Where the registers sit:
Other sequential cells in the stronger grey, the rest of the logic in the fainter grey.
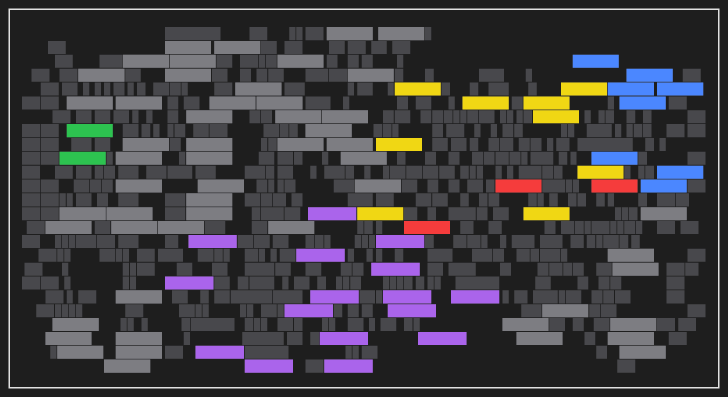
Metal 4:
Supply wires on this layer in grey.
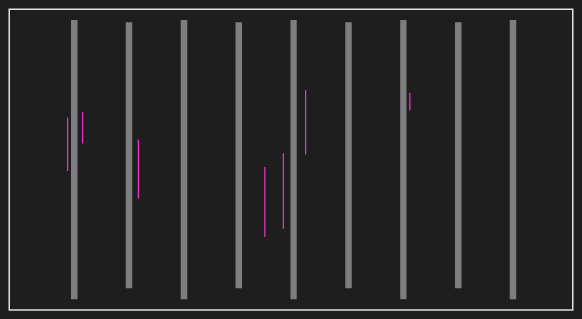
Clock routing:
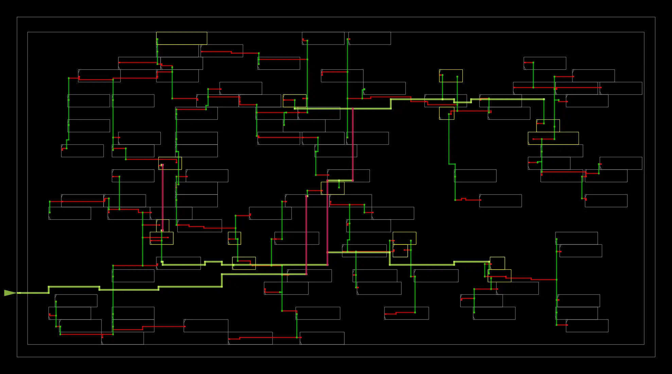
===== src/rtl/cdbus_rx_framer_pkg.sv =====
// rtl/cdbus_rx_framer_pkg.sv - shared constants, state encoding and flag helper for the CDBUS RX framer
package cdbus_rx_framer_pkg;

  // CRC16 (reflected 0x8005) as used on the bus; residue over data+crc is zero
  localparam logic [15:0] CRC16_POLY = 16'hA001;
  localparam logic [15:0] CRC16_INIT = 16'hFFFF;

  localparam logic [7:0] BCAST_ADDR = 8'hFF;

  // Header byte offsets and per-frame overhead (src, dst, len, crc_lo, crc_hi)
  localparam int unsigned HDR_SRC        = 0;
  localparam int unsigned HDR_DST        = 1;
  localparam int unsigned HDR_LEN        = 2;
  localparam int unsigned FRAME_OVERHEAD = 5;

  typedef enum logic [2:0] {
    ST_IDLE     = 3'd0,
    ST_RECV     = 3'd1,
    ST_WAIT_END = 3'd2,
    ST_DROP     = 3'd3,
    ST_COMMIT   = 3'd4
  } state_e;

  // wr_flags bit positions
  localparam int unsigned FLAG_BCAST   = 0;
  localparam int unsigned FLAG_PROMISC = 1;

  // Flags handed to the RAM with a committed frame
  function automatic logic [7:0] make_flags(input logic [7:0] dst, input logic [7:0] self_addr);
    logic [7:0] f;
    f = 8'h00;
    f[FLAG_BCAST]   = (dst == BCAST_ADDR);
    f[FLAG_PROMISC] = (dst != self_addr) && (dst != BCAST_ADDR);
    return f;
  endfunction

endpackage


===== src/rtl/cdbus_rx_framer_if.sv =====
// rtl/cdbus_rx_framer_if.sv - byte receiver and RX RAM write-side signals of the CDBUS RX framer
interface cdbus_rx_framer_if #(
  parameter int A_WIDTH = 8
);
  logic [7:0]         rx_byte;
  logic               rx_valid;
  logic               rx_idle;
  logic               rx_err;
  logic [7:0]         wr_byte;
  logic [A_WIDTH-1:0] wr_addr;
  logic               wr_en;
  logic               switch;
  logic [7:0]         wr_flags;
  logic               switch_fail;

  // Framer side
  modport slave (
    input  rx_byte, rx_valid, rx_idle, rx_err, switch_fail,
    output wr_byte, wr_addr, wr_en, switch, wr_flags
  );

  // Receiver/RAM environment side
  modport master (
    output rx_byte, rx_valid, rx_idle, rx_err, switch_fail,
    input  wr_byte, wr_addr, wr_en, switch, wr_flags
  );
endinterface


===== src/rtl/cdbus_rx_framer_crc16_byte.sv =====
// rtl/cdbus_rx_framer_crc16_byte.sv - combinational CRC16 update by one byte, LSB first
module cdbus_rx_framer_crc16_byte
  import cdbus_rx_framer_pkg::*;
(
  input  logic [15:0] crc_in,
  input  logic [7:0]  data_in,
  output logic [15:0] crc_out
);

  // Eight unrolled shift/xor steps of the reflected polynomial
  always_comb begin : crc_steps
    logic [15:0] c;
    c = crc_in ^ {8'h00, data_in};
    for (int i = 0; i < 8; i++) begin
      c = c[0] ? ((c >> 1) ^ CRC16_POLY) : (c >> 1);
    end
    crc_out = c;
  end

endmodule


===== src/rtl/cdbus_rx_framer.sv =====
// rtl/cdbus_rx_framer.sv - CDBUS RX frame assembler/checker; CDRX_ADDR_FILTER_EN enables dst filtering
module cdbus_rx_framer
  import cdbus_rx_framer_pkg::*;
#(
  parameter int A_WIDTH   = 8,
  parameter int CNT_WIDTH = 8
) (
  input  logic                 clk,
  input  logic                 reset_n,
  cdbus_rx_framer_if.slave     bus,
  input  logic [7:0]           self_addr,
  input  logic                 promisc,
  output logic [CNT_WIDTH-1:0] cnt_crc_err,
  output logic [CNT_WIDTH-1:0] cnt_len_err,
  output logic [CNT_WIDTH-1:0] cnt_lost,
  output logic                 frame_ok
);

  // Index/total need one extra bit: a full frame is exactly 2**A_WIDTH bytes
  localparam int          IW      = A_WIDTH + 1;
  localparam int unsigned MAX_LEN = (32'd1 << A_WIDTH) - FRAME_OVERHEAD;

  state_e               state_q, state_d;
  logic [IW-1:0]        idx_q, idx_d;
  logic [IW-1:0]        total_q, total_d;
  logic [15:0]          crc_q, crc_d;
  logic [7:0]           dst_q, dst_d;
  logic                 pend_q, pend_d;
  logic [7:0]           wr_byte_q, wr_byte_d;
  logic [A_WIDTH-1:0]   wr_addr_q, wr_addr_d;
  logic                 wr_en_q, wr_en_d;
  logic                 switch_q, switch_d;
  logic                 frame_ok_q, frame_ok_d;
  logic [7:0]           wr_flags_q, wr_flags_d;
  logic                 sw_prev_q, sw_prev_d;
  logic [CNT_WIDTH-1:0] cnt_crc_q, cnt_crc_d;
  logic [CNT_WIDTH-1:0] cnt_len_q, cnt_len_d;
  logic [CNT_WIDTH-1:0] cnt_lost_q, cnt_lost_d;

  logic [15:0] crc_base, crc_upd;
  logic        idle_now, addr_miss, filt_drop, len_too_long;
  logic        len_inc, crc_inc;

  function automatic logic [CNT_WIDTH-1:0] sat_inc(input logic [CNT_WIDTH-1:0] v);
    return (&v) ? v : v + 1'b1;
  endfunction

  // Byte 0 of a frame restarts the CRC; later bytes chain onto the running value
  assign crc_base = (state_q == ST_RECV) ? crc_q : CRC16_INIT;

  cdbus_rx_framer_crc16_byte u_crc (
    .crc_in  (crc_base),
    .data_in (bus.rx_byte),
    .crc_out (crc_upd)
  );

  assign addr_miss    = (bus.rx_byte != self_addr) && (bus.rx_byte != BCAST_ADDR) && !promisc;
  assign len_too_long = 32'(bus.rx_byte) > MAX_LEN;
  // A pending idle (seen together with a byte) is handled one cycle later
  assign idle_now     = bus.rx_idle | pend_q;

`ifdef CDRX_ADDR_FILTER_EN
  assign filt_drop = addr_miss;
`else
  // Filtering compiled out; the miss term is kept referenced but never drops
  assign filt_drop = 1'b0 & addr_miss;
`endif

  // Next-state, write-port and counter logic
  always_comb begin
    state_d    = state_q;
    idx_d      = idx_q;
    total_d    = total_q;
    crc_d      = crc_q;
    dst_d      = dst_q;
    pend_d     = 1'b0;
    wr_byte_d  = wr_byte_q;
    wr_addr_d  = wr_addr_q;
    wr_en_d    = 1'b0;
    switch_d   = 1'b0;
    frame_ok_d = 1'b0;
    wr_flags_d = wr_flags_q;
    sw_prev_d  = switch_q;
    len_inc    = 1'b0;
    crc_inc    = 1'b0;

    case (state_q)
      ST_IDLE, ST_COMMIT: begin
        // COMMIT lasts one cycle; a byte arriving in it starts the next frame
        state_d = ST_IDLE;
        if (bus.rx_valid) begin
          wr_en_d   = 1'b1;
          wr_byte_d = bus.rx_byte;
          wr_addr_d = A_WIDTH'(HDR_SRC);
          crc_d     = crc_upd;
          idx_d     = IW'(1);
          state_d   = ST_RECV;
          pend_d    = bus.rx_idle;
        end
      end

      ST_RECV: begin
        if (bus.rx_err) begin
          state_d = ST_DROP;
          pend_d  = idle_now;
        end else if (bus.rx_valid) begin
          wr_en_d   = 1'b1;
          wr_byte_d = bus.rx_byte;
          wr_addr_d = idx_q[A_WIDTH-1:0];
          crc_d     = crc_upd;
          idx_d     = idx_q + 1'b1;
          pend_d    = idle_now;
          if (idx_q == IW'(HDR_DST)) begin
            dst_d = bus.rx_byte;
            if (filt_drop) state_d = ST_DROP;
          end else if (idx_q == IW'(HDR_LEN)) begin
            if (len_too_long) begin
              state_d = ST_DROP;
              len_inc = 1'b1;
            end else begin
              total_d = IW'(bus.rx_byte) + IW'(FRAME_OVERHEAD);
            end
          end else if (idx_q + 1'b1 == total_q) begin
            state_d = ST_WAIT_END;
          end
        end else if (idle_now) begin
          state_d = ST_IDLE;
          len_inc = 1'b1;
        end
      end

      ST_WAIT_END: begin
        if (bus.rx_err) begin
          state_d = ST_DROP;
          pend_d  = idle_now;
        end else if (bus.rx_valid) begin
          state_d = ST_DROP;
          len_inc = 1'b1;
          pend_d  = idle_now;
        end else if (idle_now) begin
          if (crc_q == 16'h0000) begin
            state_d    = ST_COMMIT;
            switch_d   = 1'b1;
            frame_ok_d = 1'b1;
            wr_flags_d = make_flags(dst_q, self_addr);
          end else begin
            state_d = ST_IDLE;
            crc_inc = 1'b1;
          end
        end
      end

      ST_DROP: begin
        if (idle_now) state_d = ST_IDLE;
      end

      default: state_d = ST_IDLE;
    endcase

    cnt_len_d  = len_inc ? sat_inc(cnt_len_q) : cnt_len_q;
    cnt_crc_d  = crc_inc ? sat_inc(cnt_crc_q) : cnt_crc_q;
    cnt_lost_d = (sw_prev_q && bus.switch_fail) ? sat_inc(cnt_lost_q) : cnt_lost_q;
  end

  // State and registered outputs; reset abandons any frame in flight
  always_ff @(posedge clk or negedge reset_n) begin
    if (!reset_n) begin
      state_q    <= ST_IDLE;
      idx_q      <= '0;
      total_q    <= '0;
      crc_q      <= CRC16_INIT;
      dst_q      <= 8'h00;
      pend_q     <= 1'b0;
      wr_byte_q  <= 8'h00;
      wr_addr_q  <= '0;
      wr_en_q    <= 1'b0;
      switch_q   <= 1'b0;
      frame_ok_q <= 1'b0;
      wr_flags_q <= 8'h00;
      sw_prev_q  <= 1'b0;
      cnt_crc_q  <= '0;
      cnt_len_q  <= '0;
      cnt_lost_q <= '0;
    end else begin
      state_q    <= state_d;
      idx_q      <= idx_d;
      total_q    <= total_d;
      crc_q      <= crc_d;
      dst_q      <= dst_d;
      pend_q     <= pend_d;
      wr_byte_q  <= wr_byte_d;
      wr_addr_q  <= wr_addr_d;
      wr_en_q    <= wr_en_d;
      switch_q   <= switch_d;
      frame_ok_q <= frame_ok_d;
      wr_flags_q <= wr_flags_d;
      sw_prev_q  <= sw_prev_d;
      cnt_crc_q  <= cnt_crc_d;
      cnt_len_q  <= cnt_len_d;
      cnt_lost_q <= cnt_lost_d;
    end
  end

  assign bus.wr_byte  = wr_byte_q;
  assign bus.wr_addr  = wr_addr_q;
  assign bus.wr_en    = wr_en_q;
  assign bus.switch   = switch_q;
  assign bus.wr_flags = wr_flags_q;
  assign frame_ok     = frame_ok_q;
  assign cnt_crc_err  = cnt_crc_q;
  assign cnt_len_err  = cnt_len_q;
  assign cnt_lost     = cnt_lost_q;

endmodule


===== src/flat_wrapper.sv =====
// flat-port wrapper written by rule: the top's interface ports become plain ports
module cdbus_rx_framer_flat import cdbus_rx_framer_pkg::*;
#(
  parameter int A_WIDTH   = 8,
  parameter int CNT_WIDTH = 8
)
  (clk, reset_n, self_addr, promisc, cnt_crc_err, cnt_len_err, cnt_lost, frame_ok, bus_rx_byte, bus_rx_valid, bus_rx_idle, bus_rx_err, bus_switch_fail, bus_wr_byte, bus_wr_addr, bus_wr_en, bus_switch, bus_wr_flags);
  cdbus_rx_framer_if #(.A_WIDTH(A_WIDTH)) bus_i ();
  input  logic clk;
  input  logic reset_n;
  input  logic [7:0] self_addr;
  input  logic promisc;
  output logic [CNT_WIDTH-1:0] cnt_crc_err;
  output logic [CNT_WIDTH-1:0] cnt_len_err;
  output logic [CNT_WIDTH-1:0] cnt_lost;
  output logic frame_ok;
  input wire logic [$bits(bus_i.rx_byte)-1:0] bus_rx_byte;
  input wire logic [$bits(bus_i.rx_valid)-1:0] bus_rx_valid;
  input wire logic [$bits(bus_i.rx_idle)-1:0] bus_rx_idle;
  input wire logic [$bits(bus_i.rx_err)-1:0] bus_rx_err;
  input wire logic [$bits(bus_i.switch_fail)-1:0] bus_switch_fail;
  output wire logic [$bits(bus_i.wr_byte)-1:0] bus_wr_byte;
  output wire logic [$bits(bus_i.wr_addr)-1:0] bus_wr_addr;
  output wire logic [$bits(bus_i.wr_en)-1:0] bus_wr_en;
  output wire logic [$bits(bus_i.switch)-1:0] bus_switch;
  output wire logic [$bits(bus_i.wr_flags)-1:0] bus_wr_flags;
  assign bus_i.rx_byte = bus_rx_byte;
  assign bus_i.rx_valid = bus_rx_valid;
  assign bus_i.rx_idle = bus_rx_idle;
  assign bus_i.rx_err = bus_rx_err;
  assign bus_i.switch_fail = bus_switch_fail;
  assign bus_wr_byte = bus_i.wr_byte;
  assign bus_wr_addr = bus_i.wr_addr;
  assign bus_wr_en = bus_i.wr_en;
  assign bus_switch = bus_i.switch;
  assign bus_wr_flags = bus_i.wr_flags;
  cdbus_rx_framer #(.A_WIDTH(A_WIDTH), .CNT_WIDTH(CNT_WIDTH)) u_core (.clk(clk), .reset_n(reset_n), .bus(bus_i), .self_addr(self_addr), .promisc(promisc), .cnt_crc_err(cnt_crc_err), .cnt_len_err(cnt_len_err), .cnt_lost(cnt_lost), .frame_ok(frame_ok));
endmodule

===== config.mk =====
export PLATFORM = sky130hd
export DESIGN_NAME = cdbus_rx_framer_flat
export DESIGN_NICKNAME = d
export VERILOG_FILES = /design/src/rtl/cdbus_rx_framer_pkg.sv /design/src/rtl/cdbus_rx_framer_if.sv /design/src/rtl/cdbus_rx_framer_crc16_byte.sv /design/src/rtl/cdbus_rx_framer.sv /design/src/flat_wrapper.sv
export SDC_FILE = /design/constraint.sdc
export NUM_CORES = 1
export LEC_CHECK = 0
export ABC_CLOCK_PERIOD_IN_PS = 4600
export CAP_MARGIN = 25
export CORE_AREA = 2 2 137 72
export CTS_BUF_LIST = sky130_fd_sc_hd__clkbuf_4 sky130_fd_sc_hd__clkbuf_8
export DETAILED_ROUTE_END_ITERATION = 8
export DIE_AREA = 0 0 139 74
export PLACE_DENSITY = 0.8
export SYNTH_ARGS = -nofsm -noshare
export SYNTH_HDL_FRONTEND = slang
export SYNTH_SLANG_ARGS = --single-unit

===== constraint.sdc =====
create_clock -name clk -period 4.6 [get_ports clk]
set_input_delay 0.46 -clock clk [delete_from_list [all_inputs] [get_ports clk]]
set_output_delay 0.46 -clock clk [all_outputs]
set_load 0.03 [all_outputs]

==> changes_impl.md <==
## Flow update

* Resize count post-CTS at 0
* Slew at the pin closest to its max-slew limit at 0.700 ns
* Main logic family: simple AND/OR/NAND/NOR gates
* Met1 Resource Use GR at 0.348
* CP Capture Point: u_core.crc_q[9]
* Layout area overhead at 18.6%
* Largest cell class by area: combinational gates
* Clk slew on worst S/H paths at 0.09 ns
* Simple Share, Synth at 0.202
* Mux share at 0.0434
* Top power group: combinational logic
* Total stage count of the critical path at 8
* Post-synth EDFFs at 0
* LEAKAGE at between 2 and 3 nW
* # setup viols final at 0
* Mapped Cells at 496
* Met3 wire len at 899 um
* P_seq at 1.36 mW
* Layout cells sized above 1 at 0.119
* Sum Neg Setup Slack at 0 ns
* P_sw at approximately 1.3 mW
* Die X at 139 um
* Worst setup path start: u_core.state_q[1]
* Adder share at 0.0180
* Status: complete, no violations
* Skew final at 0.0145 ns
* Critical R2R Launch: u_core.state_q[1]
* Reg2reg end: u_core.crc_q[9]
* Distinct lib cells used at 49
* Post-DR wirelength/cell at roughly 17 um
* Signal buf overhead at 0.120
Back to the opening pictures, 'where the registers sit':
signal	colour	flops
u_core.state_q	red	3
u_core.crc_q	purple	16
u_core.bus.wr_flags	green	2
u_core.bus.wr_addr	blue	8
u_core.idx_q	yellow	9
not coloured	53

Back to the opening pictures, 'metal 4':
longest straight run	18.4 um
main direction	vertical
wire length on this layer	89.8 um

Back to the opening pictures, 'clock routing':
Clk power: 0.620 mW
Late-Pin Clk Latency: 0.38 ns
clock sinks: 91
flop count: 91

-- synthesized netlist by cell type (3+ instances only) --
cell	number	area, um2
buf_6	4	45.0
nand2_1	73	274
inv_1	9	33.8
buf_4	7	52.6
a31oi_1	5	31.3
xor2_1	24	210
ha_1	7	87.6
nand3_1	14	70.1
nor3_1	6	30.0
o21ai_0	24	120
a21oi_1	22	110
dfstp_2	16	420
nand2b_1	3	18.8
mux2_2	17	191
nor2_1	40	150
o22ai_1	4	25.0
nor4_1	8	50.1
nor2b_1	6	37.5
clkbuf_1	19	71.3
nand4_1	21	131
dfrtp_1	75	1880
xnor2_1	43	377
and2_1	3	18.8
and3_1	10	62.6
Power and IR drop assume default switching activity.
